[src/rtl/rv_branch_predictor.sv]
// rv_branch_predictor
//   Dynamic branch predictor for the fetch stage of the 5-stage RV32I pipeline.
//   It pairs a direct-mapped BTB (valid, tag, target, jump flag) with a table of
//   2-bit saturating direction counters.
//   - Fetch queries the predictor combinationally with F_pc.
//   - Execute trains it with resolved branch/JAL/JALR outcomes.
//   - After reset, a clear FSM walks the tables one entry per cycle. This keeps
//     the tables free of any reset network, so they can map onto RAM.
//
// Optional feature (macro RV_BP_GSHARE_EN):
//   When defined, a global history register is XORed into the counter index.
//   The BTB itself remains PC-indexed.
//   When undefined, no history register exists and pred_ghr is tied to 0.
//
// Ports:
//   clk, reset   clock and synchronous active-high reset
//   ready        tables initialised; predictions are valid
//   F_pc         fetch PC to predict
//   pred_taken   predict a redirect
//   pred_target  predicted next PC (0 on a miss or while clearing)
//   pred_ghr     history snapshot to carry with the instruction
//   upd_valid    training strobe from Execute
//   upd_pc       PC of the resolved control instruction
//   upd_is_jump  1 = JAL/JALR, 0 = conditional branch
//   upd_taken    resolved direction
//   upd_target   resolved target
//   upd_ghr      pred_ghr value carried back with the instruction
module rv_branch_predictor #(
  parameter int XLEN     = 32,
  parameter int ENTRIES  = 64,
  parameter int TAG_BITS = 8,
  parameter int GHR_BITS = 6
) (
  input  logic                clk,
  input  logic                reset,
  output logic                ready,
  input  logic [XLEN-1:0]     F_pc,
  output logic                pred_taken,
  output logic [XLEN-1:0]     pred_target,
  output logic [GHR_BITS-1:0] pred_ghr,
  input  logic                upd_valid,
  input  logic [XLEN-1:0]     upd_pc,
  input  logic                upd_is_jump,
  input  logic                upd_taken,
  input  logic [XLEN-1:0]     upd_target,
  input  logic [GHR_BITS-1:0] upd_ghr
);

  localparam int IDX = $clog2(ENTRIES);

  typedef enum logic {StClear, StRun} state_e;

  state_e           state_q, state_d;
  logic [IDX-1:0]   clrCnt_q, clrCnt_d;

  logic                valid_q  [ENTRIES];
  logic [TAG_BITS-1:0] tag_q    [ENTRIES];
  logic [XLEN-1:0]     target_q [ENTRIES];
  logic                jump_q   [ENTRIES];
  logic [1:0]          ctr_q    [ENTRIES];

  logic [IDX-1:0]      fIdx, uIdx, fCtrIdx, uCtrIdx, fGhrExt, uGhrExt;
  logic [TAG_BITS-1:0] fTag, uTag;
  logic                fHit, uHit;
  logic [1:0]          fCtr, uCtr, uCtrNext;

  // Clear/run state and the clear walk counter.
  always_ff @(posedge clk) begin
    if (reset) begin
      state_q  <= StClear;
      clrCnt_q <= '0;
    end else begin
      state_q  <= state_d;
      clrCnt_q <= clrCnt_d;
    end
  end

  always_comb begin
    state_d  = state_q;
    clrCnt_d = clrCnt_q;
    case (state_q)
      StClear: begin
        clrCnt_d = clrCnt_q + 1'b1;
        if (clrCnt_q == IDX'(ENTRIES - 1)) state_d = StRun;
      end
      default: state_d = StRun;
    endcase
  end

  assign ready = (state_q == StRun);

`ifdef RV_BP_GSHARE_EN
  logic [GHR_BITS-1:0] ghr_q, ghr_d;
  logic [GHR_BITS:0]   ghrShift;

  // Only accepted conditional branches shift history; jumps carry no direction.
  always_comb begin
    ghrShift = {ghr_q, upd_taken};
    ghr_d    = ghr_q;
    if (upd_valid && !upd_is_jump && ready) ghr_d = ghrShift[GHR_BITS-1:0];
  end

  always_ff @(posedge clk) begin
    if (reset) ghr_q <= '0;
    else       ghr_q <= ghr_d;
  end

  always_comb begin
    fGhrExt                 = '0;
    fGhrExt[GHR_BITS-1:0]   = ghr_q;
    uGhrExt                 = '0;
    uGhrExt[GHR_BITS-1:0]   = upd_ghr;
  end

  assign pred_ghr = ghr_q;

  logic unused_bits;
  assign unused_bits = ^{F_pc[1:0], F_pc[XLEN-1:IDX+TAG_BITS+2],
                         upd_pc[1:0], upd_pc[XLEN-1:IDX+TAG_BITS+2]};
`else
  assign fGhrExt  = '0;
  assign uGhrExt  = '0;
  assign pred_ghr = '0;

  logic unused_bits;
  assign unused_bits = ^{F_pc[1:0], F_pc[XLEN-1:IDX+TAG_BITS+2],
                         upd_pc[1:0], upd_pc[XLEN-1:IDX+TAG_BITS+2], upd_ghr};
`endif

  assign fIdx    = F_pc[IDX+1:2];
  assign fTag    = F_pc[IDX+1+TAG_BITS:IDX+2];
  assign uIdx    = upd_pc[IDX+1:2];
  assign uTag    = upd_pc[IDX+1+TAG_BITS:IDX+2];
  assign fCtrIdx = fIdx ^ fGhrExt;
  assign uCtrIdx = uIdx ^ uGhrExt;

  // Gating with ready ensures the never-reset table contents
  // cannot leak out before the clear walk completes.
  always_comb begin
    fHit        = valid_q[fIdx] && (tag_q[fIdx] == fTag);
    fCtr        = ctr_q[fCtrIdx];
    pred_taken  = 1'b0;
    pred_target = '0;
    if (ready && fHit) begin
      pred_taken  = jump_q[fIdx] | fCtr[1];
      pred_target = target_q[fIdx];
    end
  end

  // Saturating counter step. Jumps are always taken, so they pin the counter high.
  always_comb begin
    uHit     = valid_q[uIdx] && (tag_q[uIdx] == uTag);
    uCtr     = ctr_q[uCtrIdx];
    uCtrNext = uCtr;
    if (upd_is_jump || jump_q[uIdx])       uCtrNext = 2'b11;
    else if (upd_taken && uCtr != 2'b11)   uCtrNext = uCtr + 2'b01;
    else if (!upd_taken && uCtr != 2'b00)  uCtrNext = uCtr - 2'b01;
  end

  // Table write port.
  // Each table takes a single write per cycle:
  //   - the clear walk while clearing;
  //   - otherwise the training update.
  // Reads see pre-write contents, so there is no same-cycle bypass.
  always_ff @(posedge clk) begin
    if (!reset) begin
      if (state_q == StClear) begin
        valid_q[clrCnt_q] <= 1'b0;
        ctr_q[clrCnt_q]   <= 2'b01;
      end else if (upd_valid) begin
        if (uHit) begin
          ctr_q[uCtrIdx] <= uCtrNext;
          if (upd_taken) begin
            target_q[uIdx] <= upd_target;
            jump_q[uIdx]   <= upd_is_jump;
          end
        end else if (upd_taken) begin
          valid_q[uIdx]  <= 1'b1;
          tag_q[uIdx]    <= uTag;
          target_q[uIdx] <= upd_target;
          jump_q[uIdx]   <= upd_is_jump;
          ctr_q[uCtrIdx] <= upd_is_jump ? 2'b11 : 2'b10;
        end
      end
    end
  end

endmodule

[config.mk]
export PLATFORM = sky130hd
export DESIGN_NAME = rv_branch_predictor
export DESIGN_NICKNAME = d
export VERILOG_FILES = /design/src/rtl/rv_branch_predictor.sv
export SDC_FILE = /design/constraint.sdc
export NUM_CORES = 2
export LEC_CHECK = 0
export CORE_MARGIN = 3
export CORE_UTILIZATION = 40
export CTS_BUF_LIST = sky130_fd_sc_hd__clkbuf_4
export DETAILED_ROUTE_END_ITERATION = 8
export RECOVER_POWER = 100
export SLEW_MARGIN = 30
export SYNTH_ARGS = -nofsm -noshare
export SYNTH_HDL_FRONTEND = slang
export SYNTH_SLANG_ARGS = --single-unit
[constraint.sdc]
create_clock -name clk -period 10.5 [get_ports clk]
set_clock_uncertainty 0.2 [all_clocks]
set_input_delay 2.625 -clock clk [delete_from_list [all_inputs] [get_ports clk]]
set_output_delay 2.625 -clock clk [all_outputs]
set_load 0.03 [all_outputs]
**Routed clock nets over the placement**

(1 px per um)
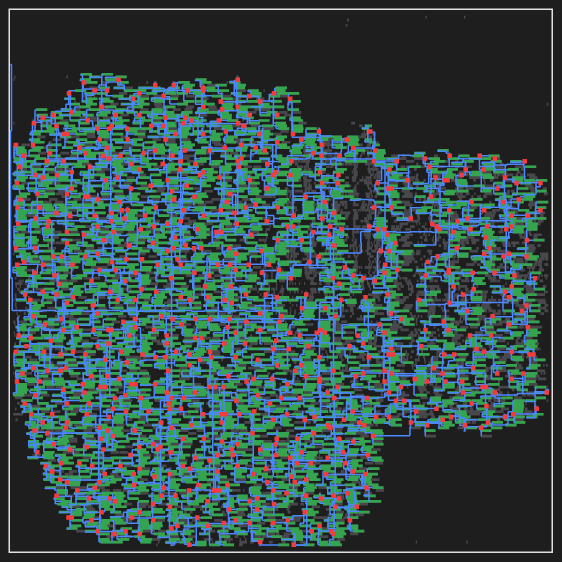
red -> clock drivers  # count 711
blue -> clock wires  # length 36.8 mm
green -> flip-flops  # count 2823
flops lie = widely spread
part of the power in the clock network: 0.402
worst skew pair latency: 1.33 ns
power in the clock group: 9.17 mW

**Pin map**

(0.5 px per um) Pins as bars across the die edge, other pins in grey.
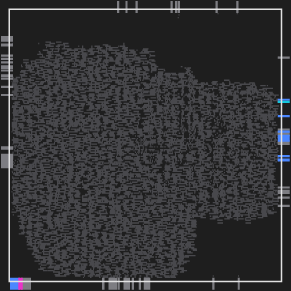
blue -> `F_pc`  # pins 32, direction input, edge 18 bottom, 14 right
magenta -> `upd_ghr`  # pins 6, direction input, edge bottom
cyan -> `upd_valid`  # pins 1, direction input, edge right
all pins by edge = 68 bottom, 39 left, 32 right, 8 top

**M2 wires**

(1 px per um)
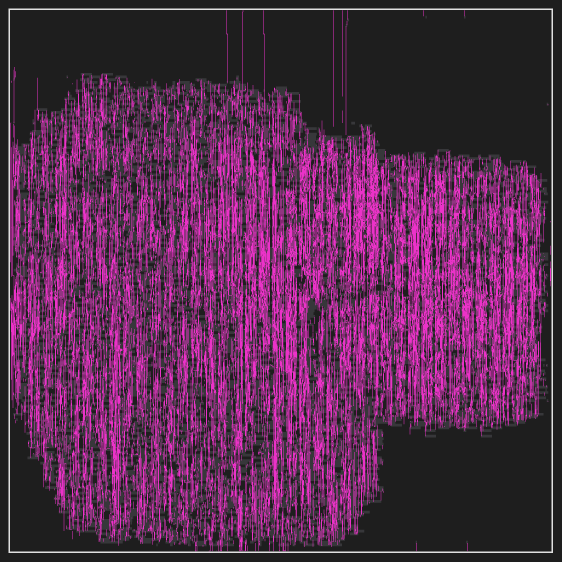
nets with wire on the layer = 5659
wire length on this layer = 161 mm

==> impl_metrics.tcl <==
# place-and-route summary
set metrics [dict create \
    netlist_area_sq_um 115000 \
    timing.critical_path.from "F_pc[2]" \
    finalClockPeriodUsage 0.965 \
    fin_util 0.453 \
    synthFlopType "sky130_fd_sc_hd__edfxtp_1" \
    final.min_clock_period_ns 10.14 \
    fp_util 0.402 \
    ctsHoldBuffers 0 \
    timing_worst_setup_path_type "in2out" \
    openroad.warnings 80 \
    finalNonFillerCells 10300 \
    ys_top_logic_family "multiplexers" \
    critical_path.endpoint_type "primary output" \
    wl_met2_mm 161 \
    grt_busiest_layer "met2" \
    critical-path-top-delay-family "buffers and inverters" \
    slew_headroom -1.77 \
    peakVddDrop_mv 0.121 \
    drv_cap 167 \
    endpoint "pred_target[0]" \
    gpl.final_weighted_congestion 0.924 \
    worst-r2r-cell-count 6 \
    hold_viol_final 0 \
    failed_checks "capacitance limit, slew limit" \
    synth-seq-area-share 0.738 \
    cts-buffers-inserted 711 \
    cells_after_synth 5373 \
    wl_met1_mm 135 \
    least_setup_slack_across_all_paths_after_layout_ns 0.365 \
    grt_first_pass_wirelength_mm 485 \
    cpMaxStageDelayCell "sky130_fd_sc_hd__buf_12" \
    hp-start "clrCnt_q[2]" \
    antenna_found_initial 36 \
    layout-area-overhead-vs-synth_pct 12.7 \
    r2r_setup_slack_ns 2.78 \
    worstPathBufferInverterCount 6 \
    die.size.y_um 542 \
    async_reset_ff_frac 0 \
    post_cts.resized_instances 0 \
    synthXorXnorAreaFrac 0.00153 \
    met3_demand_to_capacity_share_in_global_routing 0.0569 \
    worstReg2RegEnd "target_q[40][28]" \
    worst_hold_margin_ns 0.455 \
    power_mw 22.8 \
    power-per-cell-area_nw_per_um2 176 \
    holdCritPathClass "reg2reg" \
    run_status "complete, but fails checks" \
    vias 63400 \
    final_cell_mix "sky130_fd_sc_hd__edfxtp_1, sky130_fd_sc_hd__clkbuf_4, sky130_fd_sc_hd__mux4_2, sky130_fd_sc_hd__clkbuf_1, sky130_fd_sc_hd__clkinv_1" \
    synth.cellmix.adderShare 0.000327 \
    pin_count 147 \
    cts-htree-levels 6 \
    largest_driver_fanout_on_the_critical_path 94 \
    layout.filler_cells 24400 \
    edff_count_synth 2816 \
    finalSetupTns_ns 0 \
    number_of_buffers_between_clock_root_and_the_deepest_sink 4 \
    drive_above_1_share 0.335 \
    highest_layer_used_for_signal_routing "met5" \
    antenna_violating_nets_post_route 0 \
    lay_top_count "sky130_fd_sc_hd__edfxtp_1" \
    yosys_warnings 0 \
    critical_path.cell_chain "buf_6, buf_12, buf_12, mux4_2, mux4_2, nor2b_1, a211oi_1, clkbuf_1, a211oi_1, buf_4, buf_12" \
    met2_layer_usage_reported_by_global_route 0.359 \
    finalMaxSlewViolations 4886 \
    timing.critical_path.arrival_ns 7.31 \
    critical_path.max_stage_delay_ns 0.68 \
    power.static_leakage_nw 40.6 \
    place.detailed.instances 9112 \
    r2r-start "ready" \
    required_ns 7.68 \
    grt_usage 0.233 \
    first_global_vias 64100 \
    drt_pre_antenna_iters 8 \
    ys_sh_simple 0.0220 \
    hold_end "ready" \
    min_delay_path_depth 2 \
    ys_chip_area_sq_um 115000 \
    ctsRootBufferMaster "sky130_fd_sc_hd__clkbuf_4" \
    fmaxAchievable_ghz 0.0987 \
    place_hpwl_mm 195 \
    path_clk_slew_ns 0.06 \
    std_cell_rows 196 \
    cts_setup_buffers 0 \
    cts_sinks 2823 \
    net_count_final 6178 \
    cp.depth 11 \
    flops_out_of_synthesis 2823 \
    synthesis.area_per_instance_sq_um 21.4 \
    core_ar_sq_um 285000 \
    finalWirelength_mm 346 \
    worst_slew_pin_slew_ns 4.15 \
]
==> report_power, final <==
| part | internal [mW] | leakage (nW) | total, mW | switching [mW] |
|---|---|---|---|---|
| sequential | 12.4 | 25.7 | 12.4 | 0.00424 |
| combinational | 0.487 | 9.58 | 1.25 | 0.764 |
| clock | 4.75 | 5.24 | 9.17 | 4.42 |
==> cells in the mapped netlist, types with 7 or more instances <==
cell type | count | area [sq um]
sky130_fd_sc_hd__buf_1 | 70 | 263
sky130_fd_sc_hd__a221oi_1 | 52 | 455
sky130_fd_sc_hd__xnor2_1 | 8 | 70.1
sky130_fd_sc_hd__mux2_2 | 47 | 529
sky130_fd_sc_hd__clkbuf_1 | 212 | 796
sky130_fd_sc_hd__nor3b_1 | 11 | 82.6
sky130_fd_sc_hd__a22oi_1 | 75 | 563
sky130_fd_sc_hd__a31oi_1 | 15 | 93.8
sky130_fd_sc_hd__and2_1 | 7 | 43.8
sky130_fd_sc_hd__mux2i_1 | 118 | 1180
sky130_fd_sc_hd__nand4_1 | 9 | 56.3
sky130_fd_sc_hd__dfxtp_1 | 7 | 140
sky130_fd_sc_hd__edfxtp_1 | 2816 | 84600
sky130_fd_sc_hd__nor4_1 | 8 | 50.1
sky130_fd_sc_hd__o2bb2ai_1 | 12 | 105
sky130_fd_sc_hd__o21ai_1 | 58 | 290
sky130_fd_sc_hd__and3b_1 | 8 | 70.1
sky130_fd_sc_hd__a221o_1 | 27 | 270
sky130_fd_sc_hd__buf_2 | 73 | 365
sky130_fd_sc_hd__nand2_1 | 114 | 428
sky130_fd_sc_hd__a21oi_1 | 103 | 515
sky130_fd_sc_hd__nor2_1 | 143 | 537
sky130_fd_sc_hd__xor2_1 | 12 | 105
sky130_fd_sc_hd__a222oi_1 | 15 | 150
sky130_fd_sc_hd__or3_1 | 12 | 75.1
sky130_fd_sc_hd__buf_4 | 17 | 128
sky130_fd_sc_hd__mux2_1 | 7 | 78.8
sky130_fd_sc_hd__o22a_1 | 7 | 61.3
sky130_fd_sc_hd__o22ai_1 | 52 | 325
sky130_fd_sc_hd__nor2b_1 | 47 | 294
sky130_fd_sc_hd__nand3_1 | 24 | 120
sky130_fd_sc_hd__nor3_1 | 108 | 541
sky130_fd_sc_hd__a21o_1 | 9 | 67.6
sky130_fd_sc_hd__mux4_2 | 886 | 20000
sky130_fd_sc_hd__a22o_1 | 36 | 315
sky130_fd_sc_hd__a211oi_1 | 41 | 308
sky130_fd_sc_hd__o21ai_0 | 30 | 150
sky130_fd_sc_hd__nand2b_1 | 10 | 62.6
==> registers in the layout, indices dropped and copies added, names as in the netlist <==
signal / flops
tag_q: 512
valid_q: 64
jump_q: 64
ready: 1
clrCnt_q: 6
target_q: 2048
ctr_q: 128
==> area by class of cell <==
class | count | area, sq um | share of cell area
Antenna cell | 16 | 40.0 | 0.000310
Clock buffer | 1021 | 7660 | 0.0593
Clock inverter | 190 | 1150 | 0.00886
Inverter | 7 | 26.3 | 0.000203
Multi-Input combinational cell | 2172 | 28600 | 0.221
Sequential cell | 2823 | 84700 | 0.655
Tap cell | 3762 | 4710 | 0.0364
Timing Repair Buffer | 353 | 2430 | 0.0188
Power figures rest on the tool's default switching activity, not on a simulated workload.
